$ cat src/rtl/change_dispenser.sv
// Newspaper vending back end: turns release/change strobes into one-at-a-time
// paper/coin eject requests, tracking coin inventory and short-change events.
module change_dispenser #(
  parameter int NICKEL_INIT = 8,
  parameter int DIME_INIT   = 8,
  parameter int CNT_W       = 5
) (
  input  logic             clk,
  input  logic             reset,
  input  logic             R,
  input  logic             N1,
  input  logic             D1,
  input  logic             D2,
  input  logic             ack,
  input  logic             refill,
  output logic             paper_req,
  output logic             nickel_req,
  output logic             dime_req,
  output logic             busy,
  output logic             lost,
  output logic             short_change,
  output logic [CNT_W-1:0] nickel_cnt,
  output logic [CNT_W-1:0] dime_cnt
);

  typedef enum logic [2:0] {
    IDLE   = 3'd0,
    NEXT   = 3'd1,
    PAPER  = 3'd2,
    DIME   = 3'd3,
    NICKEL = 3'd4,
    GAP    = 3'd5
  } state_t;

  localparam logic [CNT_W-1:0] NICKEL_LOAD = CNT_W'(NICKEL_INIT);
  localparam logic [CNT_W-1:0] DIME_LOAD   = CNT_W'(DIME_INIT);

  state_t           state_r, state_s;
  logic             pend_paper_r, pend_paper_s;
  logic [2:0]       pend_nickel_r, pend_nickel_s;
  logic [1:0]       pend_dime_r, pend_dime_s;
  logic [CNT_W-1:0] nickel_cnt_r, nickel_cnt_s;
  logic [CNT_W-1:0] dime_cnt_r, dime_cnt_s;
  logic             short_r, short_s;
  logic             lost_r, lost_s;
  logic             busy_r, busy_s;
  logic             paper_req_r, nickel_req_r, dime_req_r;
  logic             strobe_any_s;

  assign strobe_any_s = R | N1 | D1 | D2;

  // Next-state, pending-work and inventory decisions
  always_comb begin
    state_s       = state_r;
    pend_paper_s  = pend_paper_r;
    pend_nickel_s = pend_nickel_r;
    pend_dime_s   = pend_dime_r;
    nickel_cnt_s  = nickel_cnt_r;
    dime_cnt_s    = dime_cnt_r;
    short_s       = short_r;
    case (state_r)
      IDLE: begin
        if (refill) begin
          nickel_cnt_s = NICKEL_LOAD;
          dime_cnt_s   = DIME_LOAD;
        end else begin
          nickel_cnt_s = nickel_cnt_r;
          dime_cnt_s   = dime_cnt_r;
        end
        if (strobe_any_s) begin
          pend_paper_s  = R;
          pend_nickel_s = {2'b00, N1};
          pend_dime_s   = {1'b0, D1} + {1'b0, D2};
          state_s       = NEXT;
        end else begin
          state_s = IDLE;
        end
      end
      NEXT: begin
        if (pend_paper_r) begin
          state_s = PAPER;
        end else if (pend_dime_r != 2'd0) begin
          if (dime_cnt_r != {CNT_W{1'b0}}) begin
            state_s = DIME;
          end else if (nickel_cnt_r >= CNT_W'(2)) begin
            // No dimes left: pay the dime as two nickels instead
            pend_dime_s   = pend_dime_r - 2'd1;
            pend_nickel_s = pend_nickel_r + 3'd2;
          end else begin
            pend_dime_s = pend_dime_r - 2'd1;
            short_s     = 1'b1;
          end
        end else if (pend_nickel_r != 3'd0) begin
          if (nickel_cnt_r != {CNT_W{1'b0}}) begin
            state_s = NICKEL;
          end else begin
            pend_nickel_s = 3'd0;
            short_s       = 1'b1;
          end
        end else begin
          state_s = IDLE;
        end
      end
      PAPER: begin
        if (ack) begin
          pend_paper_s = 1'b0;
          state_s      = GAP;
        end else begin
          state_s = PAPER;
        end
      end
      DIME: begin
        if (ack) begin
          pend_dime_s = pend_dime_r - 2'd1;
          if (dime_cnt_r != {CNT_W{1'b0}}) begin
            dime_cnt_s = dime_cnt_r - CNT_W'(1);
          end else begin
            dime_cnt_s = dime_cnt_r;
          end
          state_s = GAP;
        end else begin
          state_s = DIME;
        end
      end
      NICKEL: begin
        if (ack) begin
          pend_nickel_s = pend_nickel_r - 3'd1;
          if (nickel_cnt_r != {CNT_W{1'b0}}) begin
            nickel_cnt_s = nickel_cnt_r - CNT_W'(1);
          end else begin
            nickel_cnt_s = nickel_cnt_r;
          end
          state_s = GAP;
        end else begin
          state_s = NICKEL;
        end
      end
      GAP: begin
        state_s = NEXT;
      end
      default: begin
        state_s = IDLE;
      end
    endcase
    busy_s = (state_s != IDLE);
    lost_s = (state_r != IDLE) && strobe_any_s;
  end

  // State, pending work, inventory and registered outputs
  always_ff @(posedge clk or posedge reset) begin
    if (reset) begin
      state_r       <= IDLE;
      pend_paper_r  <= 1'b0;
      pend_nickel_r <= 3'd0;
      pend_dime_r   <= 2'd0;
      nickel_cnt_r  <= NICKEL_LOAD;
      dime_cnt_r    <= DIME_LOAD;
      short_r       <= 1'b0;
      lost_r        <= 1'b0;
      busy_r        <= 1'b0;
      paper_req_r   <= 1'b0;
      nickel_req_r  <= 1'b0;
      dime_req_r    <= 1'b0;
    end else begin
      state_r       <= state_s;
      pend_paper_r  <= pend_paper_s;
      pend_nickel_r <= pend_nickel_s;
      pend_dime_r   <= pend_dime_s;
      nickel_cnt_r  <= nickel_cnt_s;
      dime_cnt_r    <= dime_cnt_s;
      short_r       <= short_s;
      lost_r        <= lost_s;
      busy_r        <= busy_s;
      paper_req_r   <= (state_s == PAPER);
      nickel_req_r  <= (state_s == NICKEL);
      dime_req_r    <= (state_s == DIME);
    end
  end

  assign paper_req    = paper_req_r;
  assign nickel_req   = nickel_req_r;
  assign dime_req     = dime_req_r;
  assign busy         = busy_r;
  assign lost         = lost_r;
  assign short_change = short_r;
  assign nickel_cnt   = nickel_cnt_r;
  assign dime_cnt     = dime_cnt_r;

endmodule

$ cat config.mk
export PLATFORM = sky130hd
export DESIGN_NAME = change_dispenser
export DESIGN_NICKNAME = d
export VERILOG_FILES = /design/src/rtl/change_dispenser.sv
export SDC_FILE = /design/constraint.sdc
export NUM_CORES = 1
export LEC_CHECK = 0
export ABC_AREA = 1
export ABC_CLOCK_PERIOD_IN_PS = 1790
export CAP_MARGIN = 20
export CORE_AREA = 8 8 61 69
export CTS_CLUSTER_DIAMETER = 40
export DETAILED_ROUTE_END_ITERATION = 12
export DIE_AREA = 0 0 69 77
export GPL_ROUTABILITY_DRIVEN = 0
export HOLD_SLACK_MARGIN = 0.02
export PLACE_DENSITY = 0.76
export SLEW_MARGIN = 20
export SYNTH_ARGS = -nofsm -noshare
export SYNTH_HDL_FRONTEND = slang
export SYNTH_SLANG_ARGS = --single-unit
export TNS_END_PERCENT = 30
$ cat constraint.sdc
create_clock -name clk -period 1.79 [get_ports clk]
set_input_delay 0.4475 -clock clk [delete_from_list [all_inputs] [get_ports clk]]
set_output_delay 0.4475 -clock clk [all_outputs]
set_load 0.01 [all_outputs]
==> run_1/congestion_map.png <==
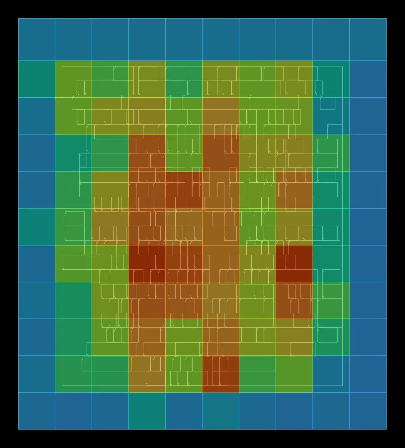
post-layout utilization of the core: 61.7%
total global routing track utilization: 12.7%

==> run_1/m2.png <==
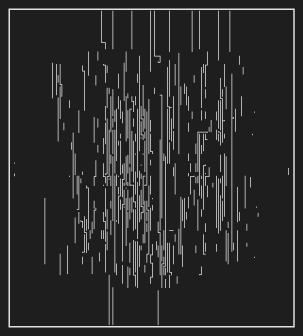
main direction = vertical
share of all routed wire = 50%
wire length on this layer = 1720 µm
nets with wire on the layer = 213

==> summary.json, run 1 <==
{
  "cts_hold_buf": 0,
  "worst_hold_path_type": "primary input to asynchronous set/reset pin",
  "slew_headroom_pct": 77.9,
  "worst-path-buf-inv": 1,
  "timing.max_cap.violations": 0,
  "chipWidth_um": 69,
  "top_level_ports": 24,
  "dpl_cell_area_um2": 1880,
  "setup_violations": 0,
  "count_of_different_cell_masters_after_synthesis": 19,
  "postRouteAntennaNets": 0,
  "dr.first_iter.drc_count": 74,
  "pwr-share-seq_pct": 29.1,
  "row_count": 22,
  "rsz0062_at_grt": "no",
  "fin_ws_ns": 0.0826,
  "synth_seq_share_pct": 40.0,
  "floorplan.initialDensity_pct": 50.1,
  "floorplan.nets": 235,
  "postSynthRegisterBits": 25,
  "mostFrequentLayoutCell": "sky130_fd_sc_hd__nand2_1",
  "synth.yosys.num_cells": 218,
  "final_nets": 270,
  "clkLatencyLatePin_ns": 0.32,
  "cts_max_level": 1,
  "syn-mean-instance-area_um2": 7.21,
  "dpl.cell_count": 282,
  "dp_slack_ns": -0.0164,
  "cellPowerDensity_nw_per_um2": 1780,
  "worst_slew_pin_slew_ns": 0.328,
  "coreArea_um2": 3140,
  "crit_path_largest_cell_delay_ns": 0.54,
  "drt_wl_total_um": 3440,
  "port_buffers": 23,
  "power.switching_w": 0.00169,
  "clock.fmax_mhz": 586,
  "final.setup.tns_ns": 0,
  "cts.sink_count": 25,
  "cp-start-kind": "register",
  "total_number_of_vias": 1482,
  "vdd_ir_drop_max_mv": 0.973,
  "drt-pass1-iter-count": 5,
  "cp.arrival_ns": 1.26,
  "ys.warnings.count": 0,
  "globalRouteOverflowTotal": 0,
  "ys_area_um2": 1570,
  "worst_setup_end_kind": "output pin",
  "critical_path_peak_fanout": 3,
  "netlist.top_cell.by_area": "sky130_fd_sc_hd__dfrtp_1",
  "cp_top_family": "buffers and inverters",
  "synth_area_um2": 1570,
  "layout-drive-gt1-share_pct": 13.5,
  "power_frac_comb_pct": 63.6,
  "leakage_nw": 1.05,
  "wl_per_cell_um": 12.0,
  "via_count_of_the_first_global_routing_pass": 1375,
  "totalPowerFinal_w": 0.00345,
  "chipHeight_um": 77,
  "timing.final.crit_share_pct": 95.4,
  "layout_top_cells_excl_fill_tap": "sky130_fd_sc_hd__nand2_1 (57), sky130_fd_sc_hd__nor2_1 (27), sky130_fd_sc_hd__inv_1 (25)",
  "post-route-min-period_ns": 1.71,
  "ctsLongestPathBuffers": 2,
  "hold_slack_ns": 0.453,
  "dp_hpwl_um": 2710,
  "antenna-diode-count": 0,
  "outcome": "complete, no violations",
  "final_worst_clock_skew_ns": 0.00192,
  "grt_antenna_before_repair": 0,
  "areaGrowthSynthToFinish_pct": 23.2,
  "openroad.warnings": 29,
  "grt_first_pass_wirelength_um": 5840,
  "slowest_stage": "sky130_fd_sc_hd__clkdlybuf4s50_1",
  "cell_chain_of_the_critical_path": "clkdlybuf4s50_1",
  "top_area_cell_types": "sky130_fd_sc_hd__dfrtp_1 (37%), sky130_fd_sc_hd__nand2_1 (14%), sky130_fd_sc_hd__nand3_1 (7.6%)",
  "final_cells": 288,
  "final_hold_violation_count": 0,
  "cts_inserted_buffers": 3,
  "power.switching_fraction_pct": 48.8,
  "final-max-slew-violation-count": 0,
  "pwr-share-clk_pct": 7.4,
  "worst-setup-path-type": "register to output pin",
  "nFillCells": 301,
  "drc": 0,
  "clk_pin_slew_ns": 0.14,
  "root_buffer": "sky130_fd_sc_hd__clkbuf_4",
  "yosys.area.top_type_share_pct": 36.6,
  "postSynthCellCount": 218,
  "worst_ep_required_time_ns": 1.34,
  "finalInstanceArea_um2": 1940,
  "intPower_w": 0.00177,
  "grt_start_max_net_pins": 26,
  "die_area_um2": 5310,
  "routed_via_density": 5.15,
  "cts_tree": "yes"
}
==> run_1/m1.png <==
Scale bar: 20 µm.
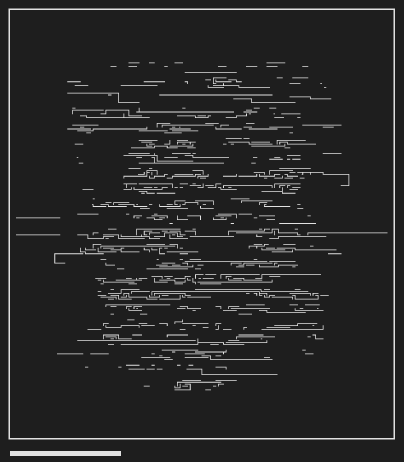
main direction = horizontal
share of all routed wire = 43%

run 1: worst min-delay path, delay by kind of cell:
family   cells  cell delay [ns]
buf+inv      3             0.74
run 1: power by group through the flow:
| stage | Sequential [W] | Combinational (W) | Clock (W) |
|---|---|---|---|
| 2_1_floorplan | 0.00107 | 0.00141 | 0 |
| 3_3_place_gp | 0.00104 | 0.00211 | 0 |
| 4_1_cts | 0.00101 | 0.00217 | 0.000266 |
| 3_5_place_dp | 0.00103 | 0.00216 | 0 |
| 5_1_grt | 0.00104 | 0.00248 | 0.000283 |
| 6_report | 0.00100 | 0.00220 | 0.000255 |
run 1: area by class of cell:
type	instances	area, µm²	area share [%]
multi-input cells	161	828	42.8
flip-flops and latches	25	628	32.4
repair buffers	30	288	14.9
inverters	32	120	6.20
well taps	36	45.0	2.33
clock buffers	3	22.5	1.16
clock inverters	1	5.00	0.258
run 1: worst paths after layout:
| kind | from | endpoint | slack, ns | cells past startpoint |
|---|---|---|---|---|
| setup / recovery | nickel_cnt[4] | nickel_cnt[4] | 0.08 | 1 |
| hold / removal | reset | nickel_cnt[2] | 0.45 | 3 |
| max in group asynchronous | reset | dime_cnt[3] | 1.05 | 3 |
| setup reg to reg | dime_cnt[0] | busy | 0.16 | 9 |
| min in group clk | short_change | short_change | 0.51 | 1 |
| hold reg to reg | short_change | short_change | 0.51 | 1 |
run 1: cells in the mapped netlist:
cell,count
sky130_fd_sc_hd__nand2_1,57
sky130_fd_sc_hd__nor2_1,27
sky130_fd_sc_hd__inv_1,25
sky130_fd_sc_hd__nand3_1,24
sky130_fd_sc_hd__dfrtp_1,23
sky130_fd_sc_hd__o21ai_0,14
sky130_fd_sc_hd__ha_1,9
sky130_fd_sc_hd__inv_2,7
sky130_fd_sc_hd__nand4_1,7
sky130_fd_sc_hd__nand2_2,6
sky130_fd_sc_hd__nor2_2,5
sky130_fd_sc_hd__xor2_1,3
sky130_fd_sc_hd__a21oi_1,2
sky130_fd_sc_hd__dfstp_2,2
sky130_fd_sc_hd__nor3_2,2
sky130_fd_sc_hd__o21ai_1,2
sky130_fd_sc_hd__nand3b_1,1
sky130_fd_sc_hd__nor2_4,1
sky130_fd_sc_hd__o21bai_1,1
run 1: kinds of logic (layout without fill, tap and decap cells):
| logic type | after synthesis | in the layout | synth area share, % |
|---|---|---|---|
| AND-OR/OR-AND | 19 | 19 | 6.21 |
| adder cells (fa/ha/maj) | 9 | 9 | 7.17 |
| buffers and inverters | 32 | 66 | 7.64 |
| XOR/XNOR | 3 | 3 | 1.67 |
| AND/OR/NAND/NOR | 130 | 130 | 37.3 |
| flip-flops | 25 | 25 | 40.0 |
run 1: routing by layer:
layer  part of all wire [%]  GRT usage, %
met5                      0             0
met4                    1.2          4.31
met3                    6.1          2.45
met2                     50          22.6
met1                     43          14.7
run 1: timing repair:
action	4_1_cts	5_1_grt
endpoints found under the setup margin	2	6
gates resized	2	4
setup buffers	1	1
pin swaps	0	0
run 1: state kept, by name (all words and copies together), names as in the netlist:
register       cells
state_r            3
pend_nickel_r      3
nickel_req         1
lost               1
nickel_cnt         5
pend_paper_r       1
short_change       1
dime_cnt           5
dime_req           1
paper_req          1
pend_dime_r        2
busy               1
==> inputs of run 2 (changes only) <==
--- a/config.mk
+++ b/config.mk
@@ -5,16 +5,17 @@
 export SDC_FILE = /design/constraint.sdc
 export NUM_CORES = 1
 export LEC_CHECK = 0
-export ABC_AREA = 1
+export ABC_AREA = 0
 export ABC_CLOCK_PERIOD_IN_PS = 1790
-export CAP_MARGIN = 20
-export CORE_AREA = 8 8 61 69
+export CELL_PAD_IN_SITES_DETAIL_PLACEMENT = 1
+export CELL_PAD_IN_SITES_GLOBAL_PLACEMENT = 1
+export CORE_AREA = 8 8 68 76
 export CTS_CLUSTER_DIAMETER = 40
 export DETAILED_ROUTE_END_ITERATION = 12
-export DIE_AREA = 0 0 69 77
+export DIE_AREA = 0 0 76 84
 export GPL_ROUTABILITY_DRIVEN = 0
 export HOLD_SLACK_MARGIN = 0.02
-export PLACE_DENSITY = 0.76
+export PLACE_DENSITY_LB_ADDON = 0.1
 export SLEW_MARGIN = 20
 export SYNTH_ARGS = -nofsm -noshare
 export SYNTH_HDL_FRONTEND = slang
==> run_2/util_map.png <==
Scale bar: 20 µm. The die is cut into 8 by 8 equal tiles; black is low, pale yellow is high, 0 to 100% covered.
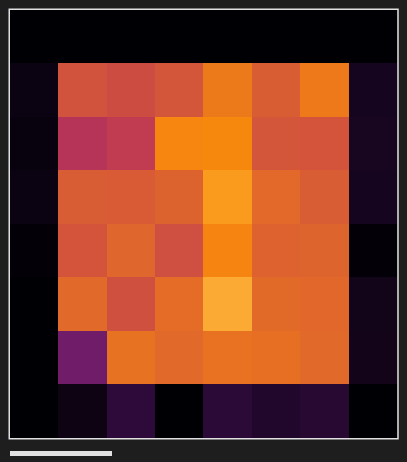
densest ninth of the die = middle
fullest tile = 82%
mean over tiles = 37%
tiles over 75% full = 3.1%
nearly empty tiles = 23%

==> run_2/m2.png <==
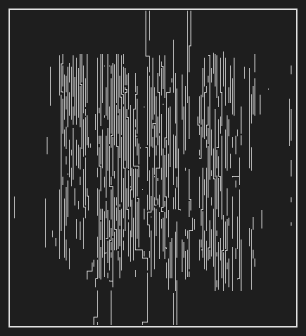
main direction = vertical
nets with wire on the layer = 237
wire length on this layer = 3160 µm
share of all routed wire = 55%
longest straight run = 36.0 µm

==> run 2 against run 1 <==
  * The flow now finishes with violations (setup timing)
  * Non-clock buffer count grew 45
  * Final cell count is 0.69% higher
  * Count of clock-buffer cells in the layout unchanged
  * Highest routed layer unchanged
==> summary.json, run 2 <==
{
  "postSynthCellCount": {"value": 165, "change": "-24%"},
  "antenna-diode-count": {"value": 0, "change": "unchanged"},
  "cts_max_level": {"value": 1, "change": "unchanged"},
  "syn-mean-instance-area": {"value": 9.21, "unit": "µm²", "change": "+28%"},
  "root_buffer": "sky130_fd_sc_hd__clkbuf_8",
  "yosys.area.top_type_share": {"value": 37.9, "unit": "%", "change": "+1.2 points"},
  "slew_headroom": {"value": 75.4, "unit": "%", "change": "-2.5 points"},
  "globalRouteOverflowTotal": {"value": 0, "change": "unchanged"},
  "ys.warnings.count": {"value": 0, "change": "unchanged"},
  "regToRegEndpoint": "nickel_req",
  "layout-drive-gt1-share": {"value": 40.3, "unit": "%", "change": "+27 points"},
  "timing.max_cap.violations": {"value": 0, "change": "unchanged"},
  "areaGrowthSynthToFinish_pct": 58.6,
  "final_hold_violation_count": {"value": 0, "change": "unchanged"},
  "drc": {"value": 0, "change": "unchanged"},
  "chipWidth": {"value": 76, "unit": "µm", "change": "+10%"},
  "total_number_of_vias": {"value": 1600, "change": "+8.0%"},
  "worst_ep_required_time": {"value": 1.99, "unit": "ns", "change": "+0.65 ns"},
  "final_nets": {"value": 256, "change": "-5.2%"},
  "grt_first_pass_wirelength": {"value": 8990, "unit": "µm", "change": "+54%"},
  "netlist.top_cell.by_area": "sky130_fd_sc_hd__dfrtp_1",
  "grt_start_max_net_pins": {"value": 26, "change": "unchanged"},
  "drt_wl_total": {"value": 5700, "unit": "µm", "change": "+66%"},
  "ys_area": {"value": 1520, "unit": "µm²", "change": "-3.3%"},
  "final-max-slew-violation-count": {"value": 0, "change": "unchanged"},
  "dr.first_iter.drc_count": {"value": 93, "change": "+26%"},
  "grt_antenna_before_repair": {"value": 0, "change": "unchanged"},
  "worst_hold_path_type": "primary input to asynchronous set/reset pin",
  "violations": "setup timing",
  "worst_slew_pin_slew": {"value": 0.368, "unit": "ns", "change": "+0.0397 ns"},
  "final_worst_clock_skew": {"value": 0.00624, "unit": "ns", "change": "+0.00432 ns"},
  "synth_async_sr_flop_share": {"value": 100, "unit": "%", "change": "unchanged"},
  "top_area_cell_types": "sky130_fd_sc_hd__dfrtp_1 (38%), sky130_fd_sc_hd__ha_1 (7.4%), sky130_fd_sc_hd__nor2_1 (5.2%)",
  "crit-reg2reg-launch": "pend_nickel_r[1]",
  "postSynthRegisterBits": {"value": 25, "change": "unchanged"},
  "cp.arrival": {"value": 2.17, "unit": "ns", "change": "+0.91 ns"},
  "worst-r2r-setup-slack": {"value": -0.18, "unit": "ns", "change": "-0.34 ns"},
  "outcome": "finished with violations",
  "chipHeight": {"value": 84, "unit": "µm", "change": "+9.1%"},
  "rsz0062_at_grt": "yes",
  "post-route-min-period": {"value": 1.97, "unit": "ns", "change": "+0.264 ns"},
  "clock.fmax": {"value": 507, "unit": "MHz", "change": "-13%"},
  "cts_hold_buf": {"value": 0, "change": "unchanged"},
  "worst-setup-path-type": "register to register",
  "mostFrequentLayoutCell": "sky130_fd_sc_hd__buf_4",
  "leakage": {"value": 1.11, "unit": "nW", "change": "+6.3%"},
  "top_level_ports": {"value": 24, "change": "unchanged"},
  "die_area": {"value": 6380, "unit": "µm²", "change": "+20%"},
  "floorplan.nets": {"value": 182, "change": "-23%"},
  "synth_seq_share": {"value": 41.3, "unit": "%", "change": "+1.3 points"},
  "via_count_of_the_first_global_routing_pass": {"value": 1799, "change": "+31%"},
  "timing.final.crit_share": {"value": 110, "unit": "%", "change": "+15 points"},
  "post_synth_most_frequent_cells": "sky130_fd_sc_hd__dfrtp_1 (23), sky130_fd_sc_hd__nor2_1 (21), sky130_fd_sc_hd__nand2_1 (16)",
  "cts_tree": "yes",
  "synth.yosys.num_cells": {"value": 165, "change": "-24%"},
  "drt-pass1-iter-count": {"value": 4, "change": "-1"},
  "coreArea": {"value": 3870, "unit": "µm²", "change": "+23%"},
  "dominantRegCellSynth": "sky130_fd_sc_hd__dfrtp_1",
  "floorplan.initialDensity": {"value": 39.2, "unit": "%", "change": "-11 points"},
  "cts.sink_count": {"value": 25, "change": "unchanged"},
  "vdd_ir_drop_max": {"value": 0.786, "unit": "mV", "change": "-19%"},
  "count_of_different_cell_masters_after_synthesis": {"value": 43, "change": "+24"},
  "dp_hpwl": {"value": 4040, "unit": "µm", "change": "+49%"},
  "layout_top_cells_excl_fill_tap": "sky130_fd_sc_hd__buf_4 (50), sky130_fd_sc_hd__nor2_1 (20), sky130_fd_sc_hd__dfrtp_1 (20)",
  "ctsLongestPathBuffers": {"value": 2, "change": "unchanged"},
  "worst_setup_end_kind": "register",
  "dp_slack": {"value": -0.384, "unit": "ns", "change": "-0.368 ns"},
  "fin_ws": {"value": -0.182, "unit": "ns", "change": "-0.264 ns"},
  "openroad.warnings": {"value": 32, "change": "+10%"},
  "postRouteAntennaNets": {"value": 0, "change": "unchanged"},
  "clk_pin_slew": {"value": 0.10, "unit": "ns", "change": "-0.04 ns"},
  "cellPowerDensity": {"value": 1910, "unit": "nW/µm²", "change": "+6.9%"},
  "r2r_cells": {"value": 9, "change": "unchanged"},
  "row_count": {"value": 24, "change": "+9.1%"},
  "critical_path_peak_fanout": {"value": 3, "change": "unchanged"},
  "edf_count": {"value": 0, "change": "unchanged"},
  "most_common_cell": "sky130_fd_sc_hd__dfrtp_1",
  "setup_violations": {"value": 11, "change": "+11"},
  "cp-start-kind": "register",
  "routed_via_density": {"value": 5.52, "change": "+7.2%"},
  "port_buffers": {"value": 23, "change": "unchanged"},
  "synth_area": {"value": 1520, "unit": "µm²", "change": "-3.3%"},
  "clkLatencyLatePin": {"value": 0.28, "unit": "ns", "change": "-0.04 ns"},
  "cts_inserted_buffers": {"value": 3, "change": "unchanged"}
}
==> run_2/congestion_map.png <==
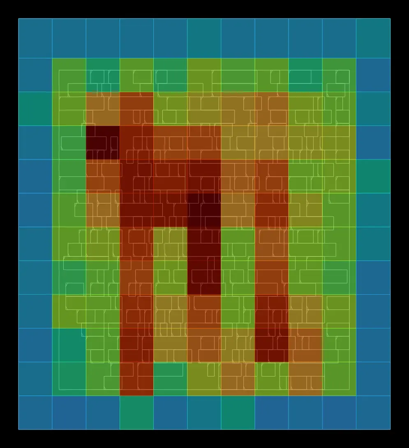
total global routing track utilization: 17.1%
post-layout utilization of the core: 62.2%
Top Usage Layer GRT: met2
met3 capacity usage during global routing: 3.02%
Routed WL per cell: 19.7 µm

run 2: cell count changes in the layout (fill, tap and decap cells not counted), sizes merged, moves of 4 or more:
cell | previous run | this run
dlygate4sd2 | 2 | 6
nand3 | 24 | 5
clkdlybuf4s50 | 18 | 14
inv | 32 | 11
nand2 | 63 | 17
o21ai | 16 | 7
nor3 | 2 | 8
buf | 7 | 52
a31oi | 0 | 4
nor2 | 33 | 22
xnor2 | 0 | 4
run 2: worst max-delay path, stage by stage (launching register included):
cell                       delay (ns)
sky130_fd_sc_hd__dfrtp_1         0.38
sky130_fd_sc_hd__inv_1           0.08
sky130_fd_sc_hd__ha_4            0.16
sky130_fd_sc_hd__ha_4            0.16
sky130_fd_sc_hd__a211oi_4        0.24
sky130_fd_sc_hd__buf_4           0.18
sky130_fd_sc_hd__nand2_2         0.06
sky130_fd_sc_hd__o2bb2a_4        0.25
sky130_fd_sc_hd__o21ai_4         0.16
sky130_fd_sc_hd__nor3b_2         0.22
run 2: worst max path at each step:
stage,from,end,slack (ns),cells after the start
2_1_floorplan,pend_nickel_r[1],pend_nickel_r[2],-0.04,8
3_3_place_gp,N1,pend_nickel_r[0],-0.32,6
3_5_place_dp,R,pend_dime_r[0],-0.38,6
4_1_cts,pend_nickel_r[1],pend_nickel_r[2],-0.13,8
5_1_grt,pend_nickel_r[1],pend_nickel_r[2],-0.24,8
6_report,pend_nickel_r[1],nickel_req,-0.18,9
run 2: cells by family (layout without fill, tap and decap cells):
logic type | after synthesis | after routing | synth area share [%]
xor+xnor | 7 | 7 | 4.03
mux | 3 | 3 | 1.98
fa+ha+maj | 9 | 9 | 7.41
flops | 25 | 25 | 41.3
simple gates | 72 | 72 | 24.6
buf+inv | 17 | 90 | 4.53
compound gates | 32 | 32 | 16.1
run 2: cell type report:
class / count / area, µm²
inverter: 11 / 41.3
fill: 432 / 1460
multi-input combinational: 123 / 998
sequential: 25 / 632
clock buffer: 3 / 41.3
timing repair buffer: 75 / 628
clock inverter: 1 / 5.00
tap: 52 / 65.1
run 2: stage by stage:
step | TNS (ns) | total power [W] | area [µm²] | hold WS [ns] | std cells
after CTS | -0.692 | 0.00437 | 2310 | 0.523 | 287
after global routing | -1.70 | 0.00490 | 2410 | 0.559 | 290
after detailed placement | -4.65 | 0.00379 | 2150 | 0.498 | 278
after global placement | -3.48 | 0.00359 | 2150 | 0.478 | 278
final | -0.844 | 0.00460 | 2410 | 0.518 | 290
after floorplan | -0.130 | 0.00246 | 1550 | 0.473 | 165
run 2: metal layers:
layer | vias to the layer above | wire length [µm] | GRT usage, %
li1 | 730 | - | -
met1 | 798 | 2130 | 17.1
met2 | 49 | 3160 | 32.4
met3 | 23 | 184 | 3.02
met4 | 0 | 229 | 9.29
met5 | - | 0 | 0
run 2: report_power, final:
part	switching, W	leakage [nW]	internal, W
logic	0.00157	0.781	0.00157
clock network	0.000207	0.0255	0.000157
registers	0.000271	0.306	0.000823
run 2: what timing repair did:
action,CTS,global route
pin swaps,10,1
endpoints found under the hold margin,0,0
setup buffers,5,3
endpoints found under the setup margin,23,24
resized,25,17
Power figures rest on the tool's default switching activity, not on a simulated workload.
